[config.mk]
export PLATFORM = sky130hd
export DESIGN_NAME = sync_sequencer
export DESIGN_NICKNAME = d
export VERILOG_FILES = /design/src/rtl/sync_pkg.sv /design/src/rtl/h_timing.sv /design/src/rtl/sync_sequencer.sv
export SDC_FILE = /design/constraint.sdc
export NUM_CORES = 1
export LEC_CHECK = 0
export ABC_CLOCK_PERIOD_IN_PS = 3300
export CORE_MARGIN = 2
export CORE_UTILIZATION = 35
export CTS_CLUSTER_DIAMETER = 30
export DETAILED_ROUTE_END_ITERATION = 8
export MAX_ROUTING_LAYER = met4
export PLACE_DENSITY_LB_ADDON = 0.08
export SLEW_MARGIN = 0
export SYNTH_ARGS = -nofsm -noshare
export SYNTH_HDL_FRONTEND = slang
export SYNTH_HIERARCHICAL = 1
export SYNTH_SLANG_ARGS = --single-unit
[constraint.sdc]
create_clock -name clock -period 3.3 [get_ports clock]
set_input_delay 0.66 -clock clock [delete_from_list [all_inputs] [get_ports clock]]
set_output_delay 0.66 -clock clock [all_outputs]
set_load 0.1 [all_outputs]
[src/rtl/sync_pkg.sv]
// Shared constants and types for the video timing sequencer:
// sync PROM bit positions, line-phase states and default horizontal timing.
package sync_pkg;

    localparam int SP_VBLANK = 3;
    localparam int SP_VRESET = 2;
    localparam int SP_VINT   = 1;
    localparam int SP_VSYNC  = 0;

    localparam int DEF_H_TOTAL      = 384;
    localparam int DEF_HBLANK_START = 256;
    localparam int DEF_HSYNC_START  = 288;
    localparam int DEF_HSYNC_END    = 320;
    localparam int DEF_SAMPLE_H     = 260;

    typedef enum logic [1:0] {
        ACTIVE = 2'd0,
        FRONT  = 2'd1,
        SYNC   = 2'd2,
        BACK   = 2'd3
    } line_phase_e;

endpackage

[src/rtl/h_timing.sv]
// Horizontal counter and line-phase FSM; produces registered hblank/hsync
// and a combinational end-of-line strobe qualified by the pixel enable.
module h_timing
    import sync_pkg::*;
#(
    parameter int H_TOTAL      = DEF_H_TOTAL,
    parameter int HBLANK_START = DEF_HBLANK_START,
    parameter int HSYNC_START  = DEF_HSYNC_START,
    parameter int HSYNC_END    = DEF_HSYNC_END
) (
    input  logic       i_clock,
    input  logic       i_reset,
    input  logic       i_ce_pix,
    output logic [8:0] o_hcount,
    output logic       o_hblank,
    output logic       o_hsync,
    output logic       o_eol
);

    localparam logic [8:0] H_LAST  = 9'(H_TOTAL - 1);
    localparam logic [8:0] HB_FROM = 9'(HBLANK_START);
    localparam logic [8:0] HS_FROM = 9'(HSYNC_START);
    localparam logic [8:0] HS_TO   = 9'(HSYNC_END);

    line_phase_e r_state;
    line_phase_e w_next_state;
    logic [8:0]  r_hcount;
    logic [8:0]  w_hcount_nxt;
    logic        r_hblank;
    logic        r_hsync;
    logic        w_eol;

    assign w_eol = i_ce_pix && (r_hcount == H_LAST);

    // Phase transitions key off the next count so hblank/hsync change in the
    // same clock where hcount reaches the boundary value.
    always_comb begin
        w_next_state = r_state;
        w_hcount_nxt = r_hcount;
        if (i_ce_pix) begin
            w_hcount_nxt = w_eol ? 9'd0 : r_hcount + 9'd1;
            case (r_state)
                ACTIVE:  if (w_hcount_nxt == HB_FROM) w_next_state = FRONT;
                FRONT:   if (w_hcount_nxt == HS_FROM) w_next_state = SYNC;
                SYNC:    if (w_hcount_nxt == HS_TO)   w_next_state = BACK;
                BACK:    if (w_hcount_nxt == 9'd0)    w_next_state = ACTIVE;
                default: w_next_state = ACTIVE;
            endcase
        end
    end

    always_ff @(posedge i_clock) begin
        if (i_reset) begin
            r_state  <= ACTIVE;
            r_hcount <= 9'd0;
            r_hblank <= 1'b0;
            r_hsync  <= 1'b0;
        end else begin
            r_state  <= w_next_state;
            r_hcount <= w_hcount_nxt;
            r_hblank <= (w_next_state != ACTIVE);
            r_hsync  <= (w_next_state == SYNC);
        end
    end

    assign o_hcount = r_hcount;
    assign o_hblank = r_hblank;
    assign o_hsync  = r_hsync;
    assign o_eol    = w_eol;

endmodule

[src/rtl/sync_sequencer.sv]
// Video timing sequencer: horizontal timing from parameters, vertical timing
// stepped through an external synchronous sync PROM addressed by vcount.
module sync_sequencer
    import sync_pkg::*;
#(
    parameter int H_TOTAL      = DEF_H_TOTAL,
    parameter int HBLANK_START = DEF_HBLANK_START,
    parameter int HSYNC_START  = DEF_HSYNC_START,
    parameter int HSYNC_END    = DEF_HSYNC_END,
    parameter int SAMPLE_H     = DEF_SAMPLE_H
) (
    input  logic       clock,
    input  logic       reset,
    input  logic       ce_pix,
    output logic [7:0] prom_addr,
    input  logic [3:0] prom_q,
    output logic [8:0] hcount,
    output logic [7:0] vcount,
    output logic       hblank,
    output logic       hsync,
    output logic       vblank,
    output logic       vsync,
    output logic       vint,
    output logic       line_start
);

    localparam logic [8:0] SAMPLE_AT = 9'(SAMPLE_H);

    logic [8:0] w_hcount;
    logic       w_hblank;
    logic       w_hsync;
    logic       w_eol;
    logic [7:0] w_vcount_nxt;

    logic [7:0] r_vcount;
    logic [7:0] r_prom_addr;
    logic [3:0] r_line_flags;
    logic       r_vblank;
    logic       r_vsync;
    logic       r_vint_level;
    logic       r_vint_prev;
    logic       r_vint;
    logic       r_line_start;

    h_timing #(
        .H_TOTAL      (H_TOTAL),
        .HBLANK_START (HBLANK_START),
        .HSYNC_START  (HSYNC_START),
        .HSYNC_END    (HSYNC_END)
    ) u_h_timing (
        .i_clock  (clock),
        .i_reset  (reset),
        .i_ce_pix (ce_pix),
        .o_hcount (w_hcount),
        .o_hblank (w_hblank),
        .o_hsync  (w_hsync),
        .o_eol    (w_eol)
    );

    // vreset on line 255 yields 0, which is also the natural wrap.
    assign w_vcount_nxt = r_line_flags[SP_VRESET] ? 8'd0 : r_vcount + 8'd1;

    always_ff @(posedge clock) begin
        if (reset) begin
            r_vcount     <= 8'd0;
            r_prom_addr  <= 8'd0;
            r_line_flags <= 4'd0;
            r_vblank     <= 1'b0;
            r_vsync      <= 1'b0;
            r_vint_level <= 1'b0;
            r_vint_prev  <= 1'b0;
            r_vint       <= 1'b0;
            r_line_start <= 1'b0;
        end else begin
            r_line_start <= w_eol;
            // Edge detect runs on pixel enables so the pulse never lands
            // in a clock without ce_pix.
            r_vint <= ce_pix && r_vint_level && !r_vint_prev;
            if (ce_pix)
                r_vint_prev <= r_vint_level;
            if (ce_pix && (w_hcount == SAMPLE_AT))
                r_line_flags <= prom_q;
            if (w_eol) begin
                r_vcount     <= w_vcount_nxt;
                r_prom_addr  <= w_vcount_nxt;
                r_vblank     <= r_line_flags[SP_VBLANK];
                r_vsync      <= r_line_flags[SP_VSYNC];
                r_vint_level <= r_line_flags[SP_VINT];
            end
        end
    end

    assign prom_addr  = r_prom_addr;
    assign hcount     = w_hcount;
    assign vcount     = r_vcount;
    assign hblank     = w_hblank;
    assign hsync      = w_hsync;
    assign vblank     = r_vblank;
    assign vsync      = r_vsync;
    assign vint       = r_vint;
    assign line_start = r_line_start;

endmodule

Run 1, cell sizes after repair:
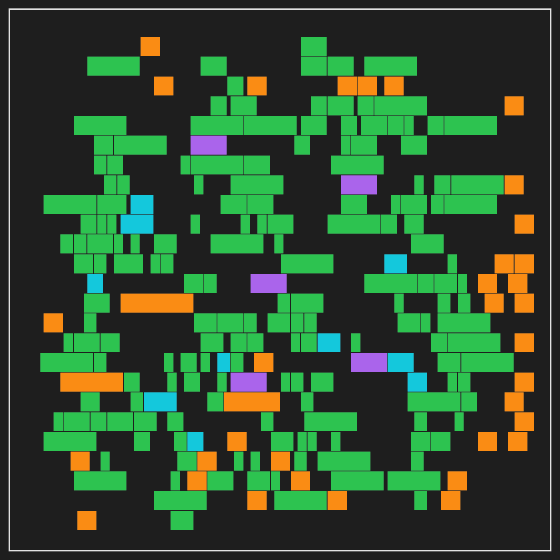
[x2] cyan | cells: 10
[x6 and larger] purple | cells: 5
[x1 and smaller] green | cells: 170
[x3 and x4] orange | cells: 37

Run 1, routing congestion:
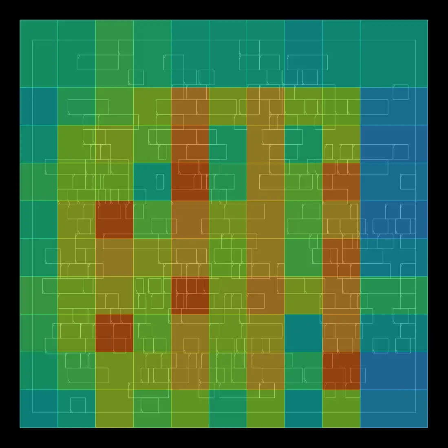
total track usage: 15.4%
met2 track demand over resource: 26.1%
met1 GRT Util: 17.6%
highest-utilization routing layer at the global route stage: met2
average wire per cell in the routed design: 13.2 um

==> run summary, run 1 <==
Implementation numbers.

- Summed over its instances, the top area cell type makes up 35.8% of the synthesized netlist area.
- Endpoints failing hold in the final report were tallied at 0.
- The post-CTS hold buffer count recorded in the log is 0.
- Per the TritonCTS log, the buffer count is 5.
- The number of global-route vias before repair was between 1000 and 1500.
- The number of pins with negative max-slew slack in the final report is 0.
- The warning tally printed by Yosys for this design is 6.
- STA classifies the critical path startpoint as a flip-flop.
- Per the layout report, the design carries approximately 500 filler cells.
- 38 I/O pins were placed.
- The total power after layout is between 700 and 800 uW.
- The final report gives the core utilization as a little over two fifths.
- The worst setup skew after layout is roughly 0.0038 ns.
- The total wire length after detailed routing is between 3000 and 4000 um.
- In this run, post-CTS repair resized a total of 0 instances.
- Including well taps, the total number of placed cells is 281.
- The synthesized design spends more area on one cell type than any other, namely dfxtp_1.
- Counting along the longest clock path gives a buffer depth of 2.
- The synthesis report gives the async set-or-reset register share as 0%.
- The wire length of the first global-routing pass is approximately 6300 um.
- The number of nets at the end of the flow is ~230.
- Summing all flip-flop and latch instances after layout gives 621 um^2.
- According to the floorplan log, the row count is 25.
- The leakage component of the power was reported as between 0.0008 and 0.0009 uW.
- The number of post-CTS setup repair buffers is 0.
- The diode insertion count for antenna repair is 0.
- The average instance in the mapped netlist occupies 9.13 um^2.
- The cell type of the slowest stage on the worst timing path is or4_1.
- The post-layout worst setup margin is roughly 0.83 ns.
- The headroom to the max-slew limit is around 65%.
- Along the critical path, the tally of buffer and inverter instances is 1.
- By instance count after routing, the leading logic cell types are buf_4 (34), dfxtp_1 (31), nor2_1 (24).
- Max fanout on the critical path was recorded as 16.
- Counting distinct cell types in the post-synthesis netlist gives slightly below 50.
- The critical path is of the flip-flop to flip-flop type.
- The required time of the critical path is approximately 3.5 ns.
- Per the detailed placement report, the placed cell area equals 2000 um^2.
- The count of placed standard cells in the final layout, fillers left out is roughly 290.
- According to the floorplan report, the total die area is between 5000 and 6000 um^2.
- The count of library flops with an enable pin is 0.
- The path category of the worst min-delay check is flip-flop to flip-flop.
- Per the GRT congestion report, total overflow comes to 0.
- The total nets after synthesis is 199.
- By instance count after routing, the leading logic cell type is buf_4.
- The via count normalized by instance count is 5.11.
- The antenna violation net count after detailed routing is 0.
- The portion of the post-synthesis area used by sequential elements is 35.8%.
- The largest net degree at the start of global routing is 31.
- For the pin with the worst max-slew slack, the measured transition is ~0.52 ns.
- The number of setup violations in the final report is 0.
- For reference, the top cells by count after synthesis are dfxtp_1 (31), nor2_1 (24), mux2i_1 (13), a21oi_1 (11), nand2b_1 (11).
- The cell area after layout is 2080 um^2.
- For reference, the critical path cell chain is ha_1 -> nand2_1 -> nor4_4 -> buf_4 -> nand3_2 -> or4_1 -> a21oi_1.
- The number of clock sinks is 31.
- The core region is 4750 um^2.
- The final critical path takes up between 70% and 80% of the cycle.
- The time the worst path needs with I/O delays and setup is 2.47 ns.
- The synthesized cell area is 1730 um^2.
- The width of the die is 74.4 um.
- The worst-skew pair later-pin latency is about 0.28 ns.
- The die height is approximately 74 um.
- The flow ran to the end, and the final reports show no timing, DRC or antenna violations.
- Total power normalized to cell area comes to approximately 350 nW/um^2.
- The setup TNS after final layout is 0 ns.
- The root cell of the clock tree is clkbuf_8.
- The signed area change from the synthesized netlist to the final layout is 19.8%.
- In the placement report, post-DP HPWL is listed as between 2000 and 3000 um.
- The maximum frequency from static timing analysis is about 400 MHz.
- The count of vias placed by the detailed router is approximately 1500.
- The clock input transition at the sequential cells of the worst setup and hold paths is 0.06 ns.
- The number of DRC violations after detailed routing is 0.
- Sorting the synthesis cell report by count puts at the top dfxtp_1.
- For this run, the slowest stage of the critical path takes between 0.5 and 0.6 ns.
- The footprint of the multi-input gates is just under 1000 um^2.
- The detailed-router iteration count before antenna repair is 4.
- The buffer_ports step reported a buffer count of 37.
- RePlAce ended its routability-driven mode at a weighted congestion of approximately 0.83.
- The pre-CTS worst setup slack is between 0.6 and 0.7 ns.
- The number of H-tree levels is 2.
- The number of instances in the synthesized netlist is ~190.
- The final hold slack is ~0.43 ns.
- The endpoint arrival time on the critical path is 2.68 ns.
Run 1, cells coloured by class:
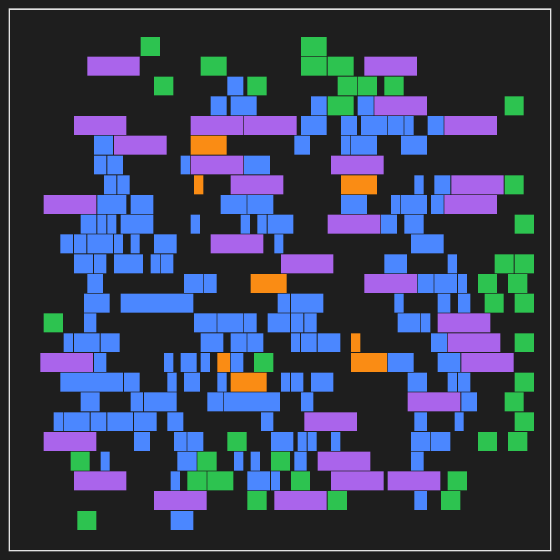
[registers] purple | cells: 31 | share of their area: 31%
[remaining logic cells] blue | cells: 143 | share of their area: 49%
[remaining buffers and delay cells] green | cells: 40 | share of their area: 16%
[clock drivers and dummy loads] orange | cells: 8 | share of their area: 4.1%

Run 1, cell area per tile:
Scale bar: 20 um. The die is cut into 7 by 7 equal tiles; dark blue is low, red is high, 0 to 100% covered.
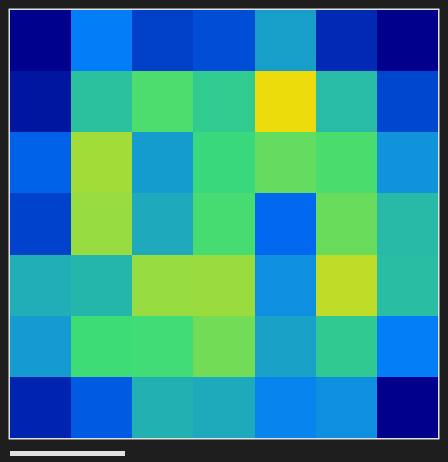
fullest tile: 73%
mean over tiles: 36%
nearly empty tiles: 6.1%

[run 1: path summary, 6_finish.rpt]
path | from | endpoint | slack (ns) | depth (start not counted)
min | r_vint_prev | vint | 0.43 | 1
max reg2reg | u_h_timing/o_hcount[1] | prom_addr[7] | 0.83 | 7
max | u_h_timing/o_hcount[1] | prom_addr[7] | 0.83 | 7
min reg2reg | r_vint_prev | vint | 0.43 | 1
[run 1: where the power goes]
part | leakage (uW) | internal [uW] | switching, uW
sequential | 0.000250 | 376 | 5.05
combinational | 0.000524 | 21.4 | 37.6
clock | 0.0000422 | 148 | 136
[run 1: flip-flops by register name, summed over array words and instances, names as in the netlist]
register / count
u_h_timing/o_hsync: 1
r_vint_level: 1
u_h_timing/o_hblank: 1
vsync: 1
u_h_timing/o_hcount: 9
vint: 1
vblank: 1
r_line_flags: 4
line_start: 1
r_vint_prev: 1
prom_addr: 8
u_h_timing/r_state: 2
[run 1: cell type report]
type	count	share of cell area, %
sequential	31	29.9
inverter	4	0.723
tap	67	4.04
timing repair buffer	40	15.2
clock inverter	1	0.241
clock buffer	7	3.67
multi-input combinational	139	46.3
[run 1: kinds of logic after synthesis]
group	share of synthesized area [%]
AND-OR/OR-AND	14.5
multiplexers	7.50
buffers and inverters	8.80
XOR/XNOR	3.03
AND/OR/NAND/NOR	28.9
flip-flops	35.8
adder cells (fa/ha/maj)	1.44
[run 1: layer usage]
metal	up-vias	routed length (um)	track usage, %
li1	736	-	-
met1	716	1690	17.6
met2	23	1980	26.1
met3	2	123	4.07
met4	0	22	5.36
met5	-	0	-
==> inputs of run 2 (changes only) <==
Settings changed: ABC_CLOCK_PERIOD_IN_PS 3300 to 2300.
Clock period 3.3 ns to 2.3 ns, I/O delays scaled along.
Run 2, cell area per tile:
Scale bar: 20 um. The die is cut into 7 by 7 equal tiles; dark blue is low, red is high, 0 to 100% covered.
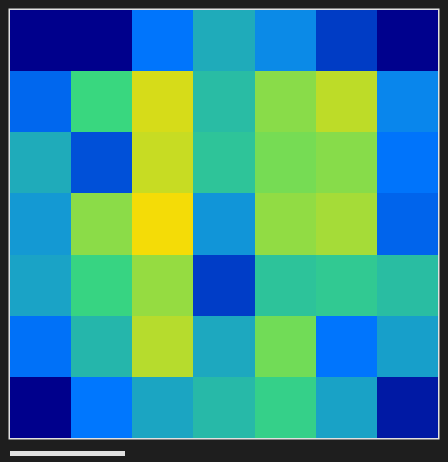
mean over tiles: 38%
fullest tile: 74%
nearly empty tiles: 8.2%
emptiest ninth of the die: top left

==> run summary, run 2 <==
Implementation numbers.

- The die height is 74.4 um (unchanged).
- The synthesized cell area was 1730 um^2 (unchanged).
- The root cell of the clock tree is clkbuf_8.
- The wire length of the first global-routing pass is 6590 um (+4.5%).
- The number of gates resized after cts is 0 (unchanged).
- The count of library flops with an enable pin is 0 (unchanged).
- The number of port buffers is 37 (unchanged).
- The post-cts hold buffer count is 0 (unchanged).
- The pre-CTS worst setup slack was -0.00464 ns (-0.622 ns).
- The starting density of the core is between 30% and 40%.
- The number of distinct library cell variants in the gate-level netlist after synthesis is 49 (unchanged).
- Setup repair after global routing left no endpoint under its margin.
- The chip footprint is 5530 um^2 (unchanged).
- The detailed-router iteration count before antenna repair is 4 (unchanged).
- The count of pins on the block boundary is 38 (unchanged).
- The startpoint type of the worst setup path is a flip-flop.
- The prevailing post-synth register cell is dfxtp_1.
- The number of DRC violations after detailed routing is 0 (unchanged).
- The count of placed standard cells in the final layout, fillers left out is 293 (+1.4%).
- The core outline area is 4750 um^2 (unchanged).
- Counting instances in the post-synthesis netlist gives the leading cell types as dfxtp_1 (31), nor2_1 (24), mux2i_1 (13), a21oi_1 (11), nand2b_1 (11).
- The diode insertion count for antenna repair is 0 (unchanged).
- The number of warnings printed during yosys synthesis is 6 (unchanged).
- The count of vias placed by the detailed router is 1499 (+1.5%).
- The fraction of the core area covered by cells at the end of the flow is 45.8% (+2.1 points).
- The transition at the pin with the smallest max-transition slack is 0.431 ns (-0.0907 ns).
- The flow ran to the end, and the final reports show no timing, DRC or antenna violations.
- The OpenROAD warning count is 26.
- The number of H-tree levels was 2 (unchanged).
- The portion of the post-synthesis area used by sequential elements came to 35.8% (unchanged).
- The final hold slack is 0.431 ns (+0.00136 ns).
- The share of the synthesized area in the top cell type was 35.8% (unchanged).
- The endpoint arrival time on the critical path is 2.20 ns (-0.48 ns).
- The number of post-CTS setup repair buffers is 0 (unchanged).
- The chip area in the Yosys report is around 1700 um^2.
- Of the combinational cells, the family taking the most area is simple AND/OR/NAND/NOR gates.
- For the worst reg-to-reg path, the startpoint reported by OpenROAD is u_h_timing/o_hcount[1].
- The tightest min-delay check is of the flip-flop to flip-flop type.
- The share of synthesized cell area in full adder, half adder and majority cells is 1.44% (unchanged).
- The total wire length after detailed routing was 4170 um (+9.1%).
- The cell leakage power is 0.000857 uW (+5.0%).
- The post-layout worst setup margin is 0.269 ns (-0.561 ns).
- Counting flops and latches in the post-synthesis netlist gives 31.
- The worst min-delay path startpoint is r_vint_prev.
- The worst setup skew after layout is 0.00817 ns (+0.00434 ns).
- The DRC marker count from the first detailed-route iteration is approximately 67.
- The share of flip-flops with an asynchronous set or reset after synthesis came to 0% (unchanged).
- The synthesis report lists the most area-consuming cells as dfxtp_1 (36%), mux2i_1 (7.5%), nor2_1 (5.2%).
- The headroom to the max-slew limit is 71.1% (+6.0 points).
- The global router's overall resource usage is 16.2% (+0.73 points).
- The endpoint kind of the worst setup timing path is a flip-flop.
- The number of instances in the placed design came to 285 (+1.4%).
- Among all cell types in the netlist, the one instantiated most often is dfxtp_1.
- The CTS tree is done.
- The number of pins with negative max-slew slack in the final report is 0 (unchanged).
- The worst-skew pair later-pin latency is 0.28 ns (about the same).
- The signed area change from the synthesized netlist to the final layout is 25.6%.
- The number of fillers in the final layout came to 504 (+0.80%).
- The initial antenna violation count came to 0.
- The share of synthesized cell area in and, or, nand and nor gates was 28.9% (unchanged).
- The post-layout period usage of the worst path was 88.3% (+13 points).
- The share of synthesized cell area in and-or and or-and compound cells is 14.5% (unchanged).
- The worst reg-to-reg path cell count came to 7 (unchanged).
- The time the worst path needs with I/O delays and setup was 2.03 ns (-0.439 ns).
- Per the Yosys statistics, synthesis produced roughly 190 cells.
- In this run the VDD rail shows a maximum IR drop of roughly 0.27 mV.
- The number of nets at the end of the flow is 234 (+1.7%).
- The antenna violation net count after detailed routing came to 0 (unchanged).
- The number of clock sinks is 31 (unchanged).
- The setup TNS after final layout was 0 ns (unchanged).
- The flip-flop count of the largest register, all copies and words added is 9 (unchanged).
- Cells with a size suffix above 1 make up 30.5% of the layout.
- The report counts max-capacitance violations totalling 0.
- The largest net degree at the start of global routing was 23 (-26%).
- The largest total area in the synthesized netlist belongs to dfxtp_1.
- The number of global-route vias before repair is 1354 (+0.30%).
- The HPWL after detailed placement came to 2900 um (+5.2%).
- The final RePlAce weighted congestion is 0.893 (+7.4%).
- The total nets after synthesis came to 199 (unchanged).
- The critical path starts at u_h_timing/o_hcount[1].
- The via count normalized by instance count was 5.12 (+0.10%).
- The routed length per placed instance is 14.2 um (+7.6%).
- The number of setup violations in the final report is 0 (unchanged).
- The maximum clock insertion buffer count is 2 (unchanged).
- The register-to-register path setup slack is 0.27 ns (-0.56 ns).
- The floorplan row count was 25 (unchanged).
- The number of clock buffers inserted by TritonCTS came to 5 (unchanged).
- The cell depth of the worst min-delay path came to 1 (unchanged).
- The required time of the critical path is 2.46 ns (-1.05 ns).
- Per the cell usage report, the commonest logic cell in the layout is buf_4.
- The parity-gate share of the synthesized area counting xor and xnor cells is 3.03% (unchanged).
- The maximum frequency from static timing analysis was 492 MHz (+22%).
- The clock input transition at the sequential cells of the worst setup and hold paths is 0.07 ns (about the same).
- The peak fanout along the critical path is 8 (-8).
- The number of instances in the synthesized netlist came to 190 (unchanged).
- By instance count after routing, the leading logic cell types are buf_4 (38), nor2_1 (24), dfxtp_1 (22).
- The total power density per cell area is 526 nW/um^2 (+51%).
- The per-instance average area after synthesis came to 9.13 um^2 (unchanged).
- The critical path class is flip-flop to flip-flop.
- The final hold violation count is 0 (unchanged).
- The width of the die was 74.4 um (unchanged).
- The post-synthesis mux area share is 7.50% (unchanged).
- The total global routing overflow is 0 (unchanged).
Run 2, cell sizes after repair:
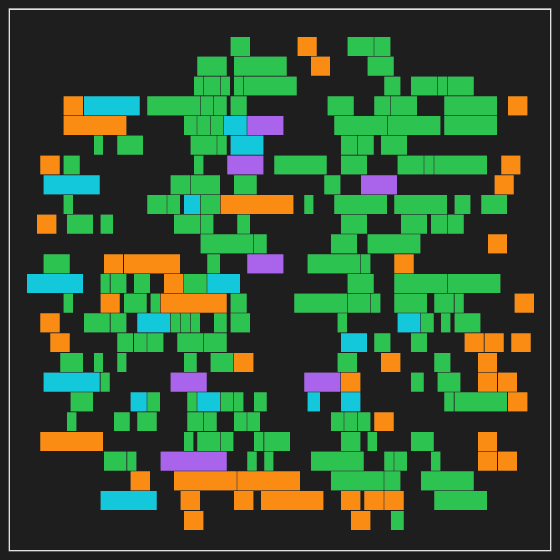
[x1 and smaller] green | cells: 157
[x6 and larger] purple | cells: 7
[x2] cyan | cells: 16
[x3 and x4] orange | cells: 46

## run 2: cell counts after synthesis
Identical to the previous run, type by type.
## run 2: layout make-up
type,count,area (um^2),area share (%)
clock buffers,7,108,4.94
inverters,4,15.0,0.689
well taps,67,83.8,3.85
flip-flops and latches,31,642,29.5
repair buffers,44,345,15.9
multi-input cells,139,980,45.0
clock inverters,1,5.00,0.230
## run 2: per-stage QoR
step / instance area (um^2) / total power, uW
floorplan: 1770 / 618
global placement: 2070 / 645
global route: 2180 / 1200
finish: 2180 / 1140
detailed placement: 2070 / 646
CTS: 2180 / 1170
## run 2: final timing paths
check / to
setup reg to reg: u_h_timing/r_state[0]
hold reg to reg: vint
setup / recovery: u_h_timing/r_state[0]
hold / removal: vint
## run 2: layer usage
layer / share of wire [%] / track usage [%] / vias to the layer above / routed length [um]
met5: 0 / - / - / 0
met3: 5.3 / 3.66 / 7 / 219
met1: 44 / 19.3 / 708 / 1820
met4: 1.2 / 5.95 / 0 / 52
met2: 50 / 26.5 / 47 / 2070
li1: - / - / 737 / -
## run 2: cells by family (layout without fill, tap and decap cells)
family,Yosys count,in the layout
buffers and inverters,20,56
flip-flops,31,31
AND/OR/NAND/NOR,84,84
XOR/XNOR,6,6
multiplexers,13,13
adder cells (fa/ha/maj),2,2
AND-OR/OR-AND,34,34
## run 2: power breakdown
group	total, uW	switching (uW)	internal [uW]
combinational	88.9	55.1	33.8
clock	510	204	306
sequential	546	8.35	537
## run 2: critical path: stages, from the launching register on
cell	delay, ns
dfxtp_4	0.38
ha_4	0.19
or2_2	0.27
a21oi_1	0.20
o211ai_2	0.18
o41a_1	0.48
o21ai_1	0.13
a21oi_1	0.09
No activity file was given, so power comes from the tool's default toggle rates.
